[src/rtl/spi_leader_ctrl.sv]
// -----------------------------------------------------------------------------
// spi_leader_ctrl
// Transfer sequencer for an SPI leader. Generates chip select, the parallel
// load pulse and the per-edge shift/sample strobes for the leader and follower
// shift registers. SCLK is generated elsewhere; this block only sees one-cycle
// rising/falling edge strobes from the edge detectors.
//
// Parameters
//   NBITS      bits per transfer (2..15)
//   SETUP_CYC  clk cycles from cs falling to the first counted SCLK edge
//   HOLD_CYC   clk cycles from the last SCLK edge to cs rising
//
// Ports
//   clk        system clock, rising edge
//   rst        asynchronous reset, active low
//   start      transfer request, only honoured in IDLE
//   abort      cancel the transfer in progress
//   mode[1:0]  {CPOL, CPHA}, latched when start is accepted
//   sclk_pe    SCLK rising-edge strobe
//   sclk_ne    SCLK falling-edge strobe
//   cs         chip select, active low
//   cpol       latched CPOL for the clock generator
//   load       one-cycle parallel-load pulse
//   shift_en   one-cycle shift strobe
//   sample_en  one-cycle sample strobe
//   busy       high whenever the FSM is not idle
//   done       one-cycle completion pulse
//   bit_cnt    sample strobes issued in the current transfer
// -----------------------------------------------------------------------------
// state | meaning
// IDLE  | waiting for start; cs high, cpol keeps last latched value
// LOAD  | one cycle, load pulse to both shift registers, cs still high
// SETUP | cs low, SETUP_CYC cycles, SCLK edges ignored
// XFER  | counting SCLK edges 0..2*NBITS-1, issuing shift/sample strobes
// HOLD  | cs low for HOLD_CYC cycles after the last edge, SCLK edges ignored
// -----------------------------------------------------------------------------
module spi_leader_ctrl #(
   parameter int NBITS     = 8,
   parameter int SETUP_CYC = 2,
   parameter int HOLD_CYC  = 2
) (
   input  logic       clk,
   input  logic       rst,
   input  logic       start,
   input  logic       abort,
   input  logic [1:0] mode,
   input  logic       sclk_pe,
   input  logic       sclk_ne,
   output logic       cs,
   output logic       cpol,
   output logic       load,
   output logic       shift_en,
   output logic       sample_en,
   output logic       busy,
   output logic       done,
   output logic [3:0] bit_cnt
);

   localparam int TMAX = (SETUP_CYC > HOLD_CYC) ? SETUP_CYC : HOLD_CYC;
   localparam int TW   = (TMAX < 2) ? 1 : $clog2(TMAX);
   localparam int EW   = $clog2(2 * NBITS);

   localparam logic [TW-1:0] SETUP_LD = TW'(SETUP_CYC - 1);
   localparam logic [TW-1:0] HOLD_LD  = TW'(HOLD_CYC - 1);
   localparam logic [EW-1:0] LAST_E   = EW'(2 * NBITS - 1);
   localparam logic [3:0]    CNT_MAX  = 4'(NBITS);

   typedef enum logic [2:0] {
      IDLE,
      LOAD,
      SETUP,
      XFER,
      HOLD
   } state_t;

   state_t        state_q, state_d;
   logic [TW-1:0] tmr_q, tmr_d;
   logic [EW-1:0] e_q, e_d;
   logic          cpha_q, cpha_d;
   logic          cpol_d;
   logic          cs_d, load_d, shift_d, sample_d, busy_d, done_d;
   logic [3:0]    bit_cnt_d;

   logic          lead_edge, trail_edge, odd_e, edge_hit;

   // Leading edge leaves the idle SCLK level: rising for CPOL=0, falling for CPOL=1.
   assign lead_edge  = cpol ? sclk_ne : sclk_pe;
   assign trail_edge = cpol ? sclk_pe : sclk_ne;
   assign odd_e      = e_q[0];
   // Only the edge type expected at the current count advances the counter.
   assign edge_hit   = odd_e ? trail_edge : lead_edge;

   always_ff @(posedge clk or negedge rst) begin
      if (!rst) begin
         state_q   <= IDLE;
         tmr_q     <= '0;
         e_q       <= '0;
         cpha_q    <= 1'b0;
         cpol      <= 1'b0;
         cs        <= 1'b1;
         load      <= 1'b0;
         shift_en  <= 1'b0;
         sample_en <= 1'b0;
         busy      <= 1'b0;
         done      <= 1'b0;
         bit_cnt   <= 4'd0;
      end else begin
         state_q   <= state_d;
         tmr_q     <= tmr_d;
         e_q       <= e_d;
         cpha_q    <= cpha_d;
         cpol      <= cpol_d;
         cs        <= cs_d;
         load      <= load_d;
         shift_en  <= shift_d;
         sample_en <= sample_d;
         busy      <= busy_d;
         done      <= done_d;
         bit_cnt   <= bit_cnt_d;
      end
   end

   always_comb begin
      state_d   = state_q;
      tmr_d     = tmr_q;
      e_d       = e_q;
      cpha_d    = cpha_q;
      cpol_d    = cpol;
      cs_d      = cs;
      load_d    = 1'b0;
      shift_d   = 1'b0;
      sample_d  = 1'b0;
      done_d    = 1'b0;
      bit_cnt_d = bit_cnt;

      case (state_q)
         IDLE: begin
            cs_d = 1'b1;
            if (start) begin
               state_d   = LOAD;
               cpol_d    = mode[1];
               cpha_d    = mode[0];
               bit_cnt_d = 4'd0;
               e_d       = '0;
               load_d    = 1'b1;
            end
         end
         LOAD: begin
            state_d = SETUP;
            cs_d    = 1'b0;
            tmr_d   = SETUP_LD;
         end
         SETUP: begin
            if (tmr_q == '0) begin
               state_d = XFER;
            end else begin
               tmr_d = tmr_q - TW'(1);
            end
         end
         XFER: begin
            if (edge_hit) begin
               // CPHA=0 samples on even (leading) edges, CPHA=1 on odd (trailing).
               if (odd_e == cpha_q) begin
                  sample_d = 1'b1;
                  if (bit_cnt < CNT_MAX) begin
                     bit_cnt_d = bit_cnt + 4'd1;
                  end
               end else if ((e_q != '0) && (e_q != LAST_E)) begin
                  // No shift before the first sample or after the last one.
                  shift_d = 1'b1;
               end
               if (e_q == LAST_E) begin
                  state_d = HOLD;
                  tmr_d   = HOLD_LD;
               end else begin
                  e_d = e_q + EW'(1);
               end
            end
         end
         HOLD: begin
            if (tmr_q == '0) begin
               state_d = IDLE;
               cs_d    = 1'b1;
               done_d  = 1'b1;
            end else begin
               tmr_d = tmr_q - TW'(1);
            end
         end
         default: begin
            state_d = IDLE;
            cs_d    = 1'b1;
         end
      endcase

      // Abort wins over any edge or timer event; bit_cnt keeps its last value.
      if (abort && (state_q != IDLE)) begin
         state_d   = IDLE;
         cs_d      = 1'b1;
         load_d    = 1'b0;
         shift_d   = 1'b0;
         sample_d  = 1'b0;
         done_d    = 1'b0;
         tmr_d     = tmr_q;
         e_d       = e_q;
         bit_cnt_d = bit_cnt;
      end

      busy_d = (state_d != IDLE);
   end

endmodule

[config.mk]
export PLATFORM = sky130hd
export DESIGN_NAME = spi_leader_ctrl
export DESIGN_NICKNAME = d
export VERILOG_FILES = /design/src/rtl/spi_leader_ctrl.sv
export SDC_FILE = /design/constraint.sdc
export NUM_CORES = 1
export LEC_CHECK = 0
export CORE_AREA = 3 3 50 52
export CTS_BUF_LIST = sky130_fd_sc_hd__clkbuf_4 sky130_fd_sc_hd__clkbuf_8
export DETAILED_ROUTE_END_ITERATION = 16
export DIE_AREA = 0 0 53 55
export PLACE_DENSITY_LB_ADDON = 0.2
export SLEW_MARGIN = 20
export SYNTH_ARGS = -nofsm -noshare
export SYNTH_HDL_FRONTEND = slang
export SYNTH_SLANG_ARGS = --single-unit
[constraint.sdc]
create_clock -name clk -period 1.95 [get_ports clk]
set_input_delay 0.195 -clock clk [delete_from_list [all_inputs] [get_ports clk]]
set_output_delay 0.195 -clock clk [all_outputs]
set_load 0.05 [all_outputs]
Run 1, the metal 3 layer:
Scale bar: 20 um.
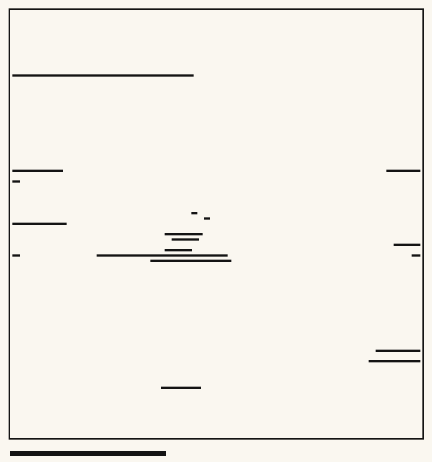
nets with wire on the layer: 16
wire length on this layer: 100 um
longest straight run: 23.0 um

Run 1, ports around the boundary:
Scale bar: 20 um. Pins as bars across the die edge, other pins in gray.
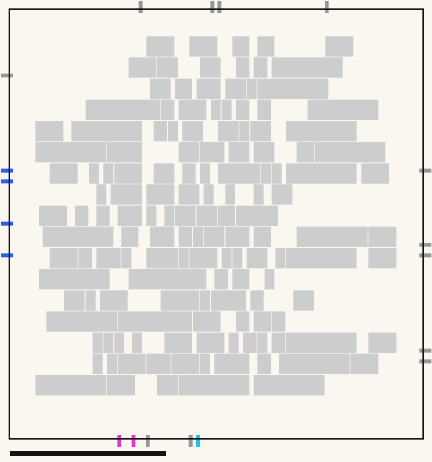
legend:
  magenta:
    port: `mode`
    pins: 2
    direction: input
    edge: bottom
  cyan:
    port: `sclk_ne`
    pins: 1
    direction: input
    edge: bottom
  blue:
    port: `bit_cnt`
    pins: 4
    direction: output
    edge: left
all pins by edge: 5 left, 5 right, 5 bottom, 4 top

Run 1, cell outlines without signal wires:
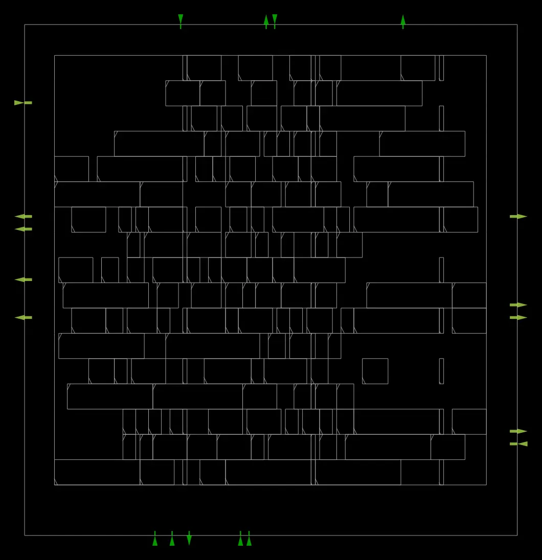
final sequential cell count: 20
fraction of area in registers: 0.361
share of the core filled with cells in the final layout: 0.649
non-filler cells in the finished layout: 169

==> results_slide.txt, run 1 <==
Synthesis and Place & Route Summary

Route
  • Number of violations reported at the end of detailed-routing iteration 0: 9
  • Per-cell routed wire length: between 10 and 15 um
  • Drt via density: roughly 5.4
  • Remaining design rule violation count: 0
  • Via count: 916
  • DRT antenna net count: 0

Pwr
  • Leak Pwr: 0.622 nW
  • Highest ir drop seen on vdd: 0.819 mV
  • Relative contribution of sequential cells to total power: 0.437
  • Cell Pwr Density: ~840 nW/um^2
  • Switching part of the total: 0.365

Yosys
  • Number of enable-type register cells in the synthesized netlist: 0
  • Syn. warnings: 0
  • Yosys cell count: between 100 and 150
  • Synth top area cells: sky130_fd_sc_hd__dfrtp_1, sky130_fd_sc_hd__mux2i_1, sky130_fd_sc_hd__nand2_1, sky130_fd_sc_hd__nor2_1, sky130_fd_sc_hd__ha_1
  • Yosys top cell area share: 0.420
  • Share of synthesized registers carrying an async set or reset: 1.00
  • Cell type contributing the most total cell area after synthesis: sky130_fd_sc_hd__dfrtp_1
  • Syn_nets: about 130
  • Area figure in the yosys stat output: around 1100 um^2
  • Flip-flop cell with the highest count after synthesis: sky130_fd_sc_hd__dfrtp_1

Final timing
  • Remaining max-slew budget at the tightest pin: 0.669
  • Setup TNS: 0 ns
  • Clock skew after layout: 0.0125 ns
  • Post-route fraction of the period consumed by the critical path: 0.950
  • Transition time at the pin with the least slew margin: 0.495 ns
  • Final worst path period need: roughly 1.9 ns
  • Max Transition Viols Final: 0
  • RSZ-0062 raised after global routing: false

CTS
  • Post-CTS Setup Bufs: 0
  • Latest clock arrival within the worst-skew pair: roughly 0.3 ns
  • CTS H-Tree Depth: 1
  • Sinks on the clock net: 20
  • Clock slew at reported path FFs: between 0.1 and 0.15 ns
  • Clock root buffer: sky130_fd_sc_hd__clkbuf_4
  • Inserted Clock Buffers: 3
  • Clock buffer depth: 2

Setup path
  • Family of cells with the greatest summed delay on the critical path: buffers and inverters
  • CP max stage delay: roughly 0.8 ns
  • Crit path kind: flop to output pin
  • Series of cell instances along the critical path: clkdlybuf4s50_1
  • Critical-path cell with the highest stage delay: sky130_fd_sc_hd__clkdlybuf4s50_1
  • Startpoint kind of the worst setup timing path: flop
  • Worst R2R Path Depth: 5

Floorplan
  • Die Y: 55 um
  • Horizontal extent of the die: roughly 53 um
  • Cell row count: 17
  • Die Size: ~2900 um^2
  • Core Footprint: 2150 um^2

GRT
  • Vias in the first global route: 814
  • Overall overflow remaining after global route: 0
  • Global-route wire length before repair: ~3700 um
  • Overall global routing resource usage: 0.180
  • Pin count of the biggest net entering global routing: 12
  • Initial antenna violation count: 0

Run
  • Number of warnings in the stage logs: 27

Cells and area
  • Layout overhead on the synthesized area: 23.2%
  • Biggest registers after layout: bit_cnt x4, e_q x4, state_q x3
  • Ratio of cells with drive above 1 in the final layout: 0.163

Placed design
  • Pre-CTS worst setup slack: roughly 0.08 ns
  • Routability congestion estimate from global placement: 0.919

Min path
  • Classification of the worst-slack hold path: input port to async pin

Status
  • Status: finished, final reports clean
==> run 1: cell usage after synthesis (2+ instances only) <==
library cell and number:
sky130_fd_sc_hd__mux2i_1 6, sky130_fd_sc_hd__inv_1 7, sky130_fd_sc_hd__a21oi_1 5, sky130_fd_sc_hd__buf_6 2
sky130_fd_sc_hd__o21ai_0 3, sky130_fd_sc_hd__a2111oi_0 2, sky130_fd_sc_hd__nand3_1 5, sky130_fd_sc_hd__clkbuf_8 2
sky130_fd_sc_hd__nor2_1 12, sky130_fd_sc_hd__ha_1 3, sky130_fd_sc_hd__or3_1 3, sky130_fd_sc_hd__dfrtp_1 19
sky130_fd_sc_hd__nand3b_1 3, sky130_fd_sc_hd__nor3_1 5, sky130_fd_sc_hd__nand2_1 15, sky130_fd_sc_hd__nand2b_1 2
sky130_fd_sc_hd__mux2_2 2
==> run 1: power groups by stage <==
stage | Combinational [mW] | Sequential [mW] | Clock (mW)
detailed placement | 0.414 | 0.521 | 0
global placement | 0.412 | 0.519 | 0
finish | 0.419 | 0.514 | 0.242
floorplan | 0.228 | 0.587 | 0
global route | 0.451 | 0.519 | 0.267
CTS | 0.417 | 0.513 | 0.246
==> run 1: area by class of cell <==
cell class                 instances  area, um^2
clock buffer                       4        36.3
fill                             172         753
timing repair buffer              27         248
inverter                           7        26.3
sequential                        20         503
tap                               28        35.0
multi-input combinational         83         547
==> run 1: through the flow <==
| step | util | hold slack, ns | total power, mW | instance area (um^2) | std cells |
|---|---|---|---|---|---|
| after floorplan | - | -0.101 | 0.815 | 1130 | 115 |
| after global placement | 0.632 | 0.496 | 0.931 | 1360 | 165 |
| after detailed placement | 0.632 | 0.499 | 0.934 | 1360 | 165 |
| after CTS | 0.649 | 0.201 | 1.18 | 1390 | 169 |
| after global routing | 0.649 | 0.214 | 1.24 | 1400 | 169 |
| final | 0.649 | 0.182 | 1.17 | 1400 | 169 |
==> run 1: repair_timing <==
item                       CTS  global route
resized                      0             1
hold buffers                 0             0
setup endpoints to repair    0             1
==> run 1: worst paths after layout <==
check                              from         to  slack [ns]
worst max-delay path                 cs         cs         0.1
worst min-delay path                rst  sample_en        0.18
worst max register to register   e_q[0]       busy        0.16
worst min register to register   cpha_q     cpha_q        0.52
max in group asynchronous           rst     e_q[0]        1.23
min in group clk                mode[1]       cpol        0.43
==> run 1: metal layers <==
layer | global-route usage | wire length (um) | vias up
li1 | - | - | 457
met1 | 0.239 | 1060 | 433
met2 | 0.289 | 1090 | 22
met3 | 0.0349 | 100 | 4
met4 | 0.0766 | 40 | 0
met5 | 0 | 0 | -
==> run 1: logic make-up after synthesis <==
group,count (synthesis),synth area share
multiplexers,8,0.0729
AND-OR/OR-AND,19,0.125
flip-flops,20,0.443
buffers and inverters,12,0.0740
AND/OR/NAND/NOR,51,0.220
XOR/XNOR,2,0.0320
adder cells (fa/ha/maj),3,0.0332
Run 1, metal layers overlaid:
Scale bar: 20 um.
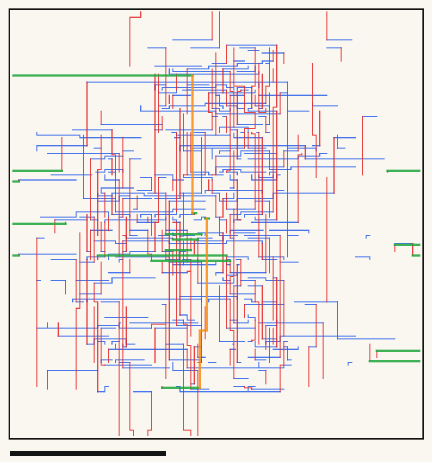

==> run 2: changes to the inputs <==
Settings changed: CORE_AREA 3 3 50 52 to 5 5 52 54, CTS_CLUSTER_DIAMETER set to 200, DIE_AREA 0 0 53 55 to 0 0 57 59.
Run 2, metal layers overlaid:
Scale bar: 20 um.
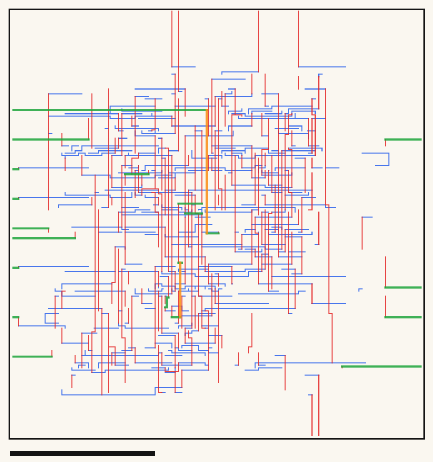
legend:
  blue:
    layer: metal 1
    wire_length: 1,070 um
  orange:
    layer: metal 4
    wire_length: 24.5 um
  red:
    layer: metal 2
    wire_length: 1,060 um
  green:
    layer: metal 3
    wire_length: 97.3 um

Run 2, cells by drive strength:
Scale bar: 20 um.
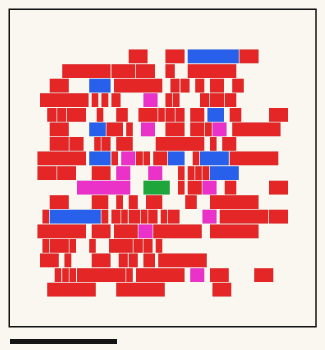
legend:
  blue:
    size: _2 cells
    cells: 9
    share: 6.5%
    most_used: mux2_2
  green:
    size: _6 and larger
    cells: 1
    share: 0.72%
    most_used: clkbuf_8
  magenta:
    size: _3 and _4 cells
    cells: 11
    share: 7.9%
    most_used: buf_4
  red:
    size: _0 and _1 cells
    cells: 118
    share: 85%

==> results_slide.txt, run 2 <==
Synthesis and Place & Route Summary

Yosys
  • Syn_nets: 126 (unchanged)
  • Synth cell count leaders: sky130_fd_sc_hd__dfrtp_1, sky130_fd_sc_hd__nand2_1, sky130_fd_sc_hd__nor2_1
  • Most frequent cell after synthesis: sky130_fd_sc_hd__dfrtp_1
  • Number of standard cells after synthesis: between 100 and 150
  • Syn Std Cell Area: 1130 um^2
  • Yosys cell count: 115 (unchanged)
  • Area figure in the yosys stat output: 1130 um^2 (unchanged)
  • Sequential cell area fraction in the yosys report: 0.443
  • Share of synthesized registers carrying an async set or reset: 1.00 (unchanged)
  • Number of enable-type register cells in the synthesized netlist: 0 (unchanged)
  • Yosys top cell area share: 0.420 (unchanged)
  • Cell type contributing the most total cell area after synthesis: sky130_fd_sc_hd__dfrtp_1
  • Flip-flop cell with the highest count after synthesis: sky130_fd_sc_hd__dfrtp_1
  • Synth top area cells: sky130_fd_sc_hd__dfrtp_1, sky130_fd_sc_hd__mux2i_1, sky130_fd_sc_hd__nand2_1, sky130_fd_sc_hd__nor2_1, sky130_fd_sc_hd__ha_1
  • Number of synthesized register bits: 20
  • Syn. warnings: 0 (unchanged)
  • Mean cell area of the mapped netlist: 9.85 um^2
  • Distinct cells, synth: 36

Final timing
  • Setup TNS: 0 ns (unchanged)
  • Transition time at the pin with the least slew margin: 0.500 ns (+0.00514 ns)
  • Top achievable clock speed: 537 MHz
  • Final number of setup-violating endpoints: 0
  • Final worst path period need: 1.86 ns (+0.00934 ns)
  • Max Transition Viols Final: 0 (unchanged)
  • Slack of the critical path: 0.0891 ns
  • Remaining max-slew budget at the tightest pin: 0.666 (-0.00344)
  • Clock skew after layout: 0.0111 ns (-0.00138 ns)
  • Post-route fraction of the period consumed by the critical path: 0.954 (+0.00479)
  • Number of failing hold endpoints at the final stage: 0
  • Hold slack: 0.164 ns (-0.0173 ns)
  • RSZ-0062 raised after global routing: false

Route
  • Number of violations reported at the end of detailed-routing iteration 0: 34 (+25)
  • Via count: 903 (-1.4%)
  • Drt via density: 5.41 (-0.24%)
  • Per-cell routed wire length: 13.5 um (-0.57%)
  • DRT antenna net count: 0 (unchanged)
  • Remaining design rule violation count: 0 (unchanged)
  • Detailed Routing Iterations Pass 1: 4
  • Total wire length after detailed routing: approximately 2300 um

CTS
  • Clock root buffer: sky130_fd_sc_hd__clkbuf_4
  • CTS Hold Buffers Added: 0 (unchanged)
  • TritonCTS clock tree: built
  • Number of gates given a new drive strength after cts: 0 (unchanged)
  • Clock buffer depth: 2 (unchanged)
  • Latest clock arrival within the worst-skew pair: 0.31 ns (about the same)
  • Inserted Clock Buffers: 3 (unchanged)
  • Post-CTS Setup Bufs: 0 (unchanged)
  • CTS H-Tree Depth: 1 (unchanged)
  • Clock slew at reported path FFs: 0.12 ns (about the same)
  • Sinks on the clock net: 20 (unchanged)

Cells and area
  • Number of nets in the final layout: between 150 and 200
  • Non-filler cells in the finished layout: 167 (-1.2%)
  • Layout overhead on the synthesized area: 21.9%
  • Ratio of cells with drive above 1 in the final layout: 0.151 (-0.0120)
  • Cell area after layout: 1380 um^2 (-1.1%)
  • Most frequent cells in the layout: sky130_fd_sc_hd__dfrtp_1, sky130_fd_sc_hd__clkdlybuf4s50_1, sky130_fd_sc_hd__nand2_1
  • Share of the core filled with cells in the final layout: 0.636 (-0.0133)
  • Antenna cell count: 0
  • Biggest registers after layout: bit_cnt x4, e_q x4, state_q x3

Floorplan
  • Core Footprint: 2170 um^2 (+0.99%)
  • Horizontal extent of the die: 57 um (+7.5%)
  • Die Size: 3360 um^2 (+15%)
  • Floorplan utilization: 0.522
  • Cell row count: 17 (unchanged)
  • Die Y: 59 um (+7.3%)
  • IO Pins: 19

Setup path
  • Series of cell instances along the critical path: clkdlybuf4s50_1
  • Arrival time at the worst endpoint: 1.67 ns
  • WP buf/inv: 1
  • Family of cells with the greatest summed delay on the critical path: buffers and inverters
  • Startpoint kind of the worst setup timing path: flop
  • Worst R2R Path Depth: 5 (unchanged)
  • CP max stage delay: 0.80 ns (about the same)
  • Register-to-Register Setup Slack: 0.13 ns (-0.03 ns)
  • Logic depth of the worst setup path including buffers: 1
  • End of the critical path: cs
  • R2R Path Start: state_q[0]
  • R2R Path End: bit_cnt[0]
  • Critical-path cell with the highest stage delay: sky130_fd_sc_hd__clkdlybuf4s50_1
  • CP Max Fanout: 3
  • Kind of end point of the critical path: output pin
  • Worst setup path startpoint: cs
  • Critical path required time: between 1.5 and 2 ns
  • Crit path kind: flop to output pin

GRT
  • Overall global routing resource usage: 0.144 (-0.0364)
  • Met3 demand-to-capacity share in global routing: 0.0261 (-0.00871)
  • Pin count of the biggest net entering global routing: 13 (+1)
  • Global-route wire length before repair: 3880 um (+4.8%)
  • Met2 Usage GRT: 0.243 (-0.0462)
  • Busiest grt layer: met2
  • Initial antenna violation count: 0 (unchanged)
  • Vias in the first global route: 902 (+11%)
  • Global Route met1 Usage: 0.182 (-0.0568)
  • Overall overflow remaining after global route: 0 (unchanged)

Placed design
  • Total half-perimeter wirelength after legalization and detailed placement: 1720 um
  • Pre-CTS worst setup slack: 0.104 ns (+0.0220 ns)
  • Standard cell area after detailed placement: 1340 um^2 (-1.1%)
  • Routability congestion estimate from global placement: 0.851 (-7.5%)
  • Total instance count after detailed placement: 163 (-1.2%)
  • IO buf count: 18

Status
  • Status: finished, final reports clean

Min path
  • Classification of the worst-slack hold path: input port to async pin

Pwr
  • Total power: 1.18 mW (+0.22%)
  • Cell Pwr Density: 853 nW/um^2 (+1.3%)
  • Highest ir drop seen on vdd: 0.609 mV (-26%)
  • Leak Pwr: 0.613 nW (-1.4%)

Run
  • MaxCap Viol Count: 0
  • Number of warnings in the stage logs: 27 (unchanged)
-- run 2: cell counts after synthesis --
Identical to the previous run, type by type.
-- run 2: cell type report --
class	instances	area, um^2
repair buffers	25	233
clock buffers	4	36.3
fillers	196	790
inverters	7	26.3
multi-input cells	83	547
flip-flops and latches	20	503
well taps	28	35.0
-- run 2: per-layer routing --
layer | routed length (um) | part of all wire
met5 | 0 | 0
met1 | 1070 | 0.48
met4 | 24 | 0.011
met3 | 97 | 0.043
met2 | 1060 | 0.47
-- run 2: kinds of logic (layout without fill, tap and decap cells) --
family | count (synthesis) | count (layout) | synth area share
and+or+nand+nor | 51 | 51 | 0.220
DFF | 20 | 20 | 0.443
AOI/OAI and AO/OA | 19 | 19 | 0.125
buffers and inverters | 12 | 36 | 0.0740
muxes | 8 | 8 | 0.0729
adders and majority gates | 3 | 3 | 0.0332
xor gates and xnor gates | 2 | 2 | 0.0320
-- run 2: worst min-delay path by stage --
stage / from / to / slack [ns] / cells after the start
final: rst / busy / 0.16 / 1
after detailed placement: cpha_q / cpha_q / 0.50 / 2
after global placement: cpha_q / cpha_q / 0.50 / 2
after CTS: rst / busy / 0.18 / 1
after global routing: rst / busy / 0.20 / 1
after floorplan: rst / bit_cnt[0] / -0.10 / 0
-- run 2: where the power goes --
part,total [mW],switching (mW),internal (mW)
Sequential,0.518,0.0573,0.461
Combinational,0.417,0.244,0.174
Clock,0.242,0.128,0.114
Power figures rest on the tool's default switching activity, not on a simulated workload.
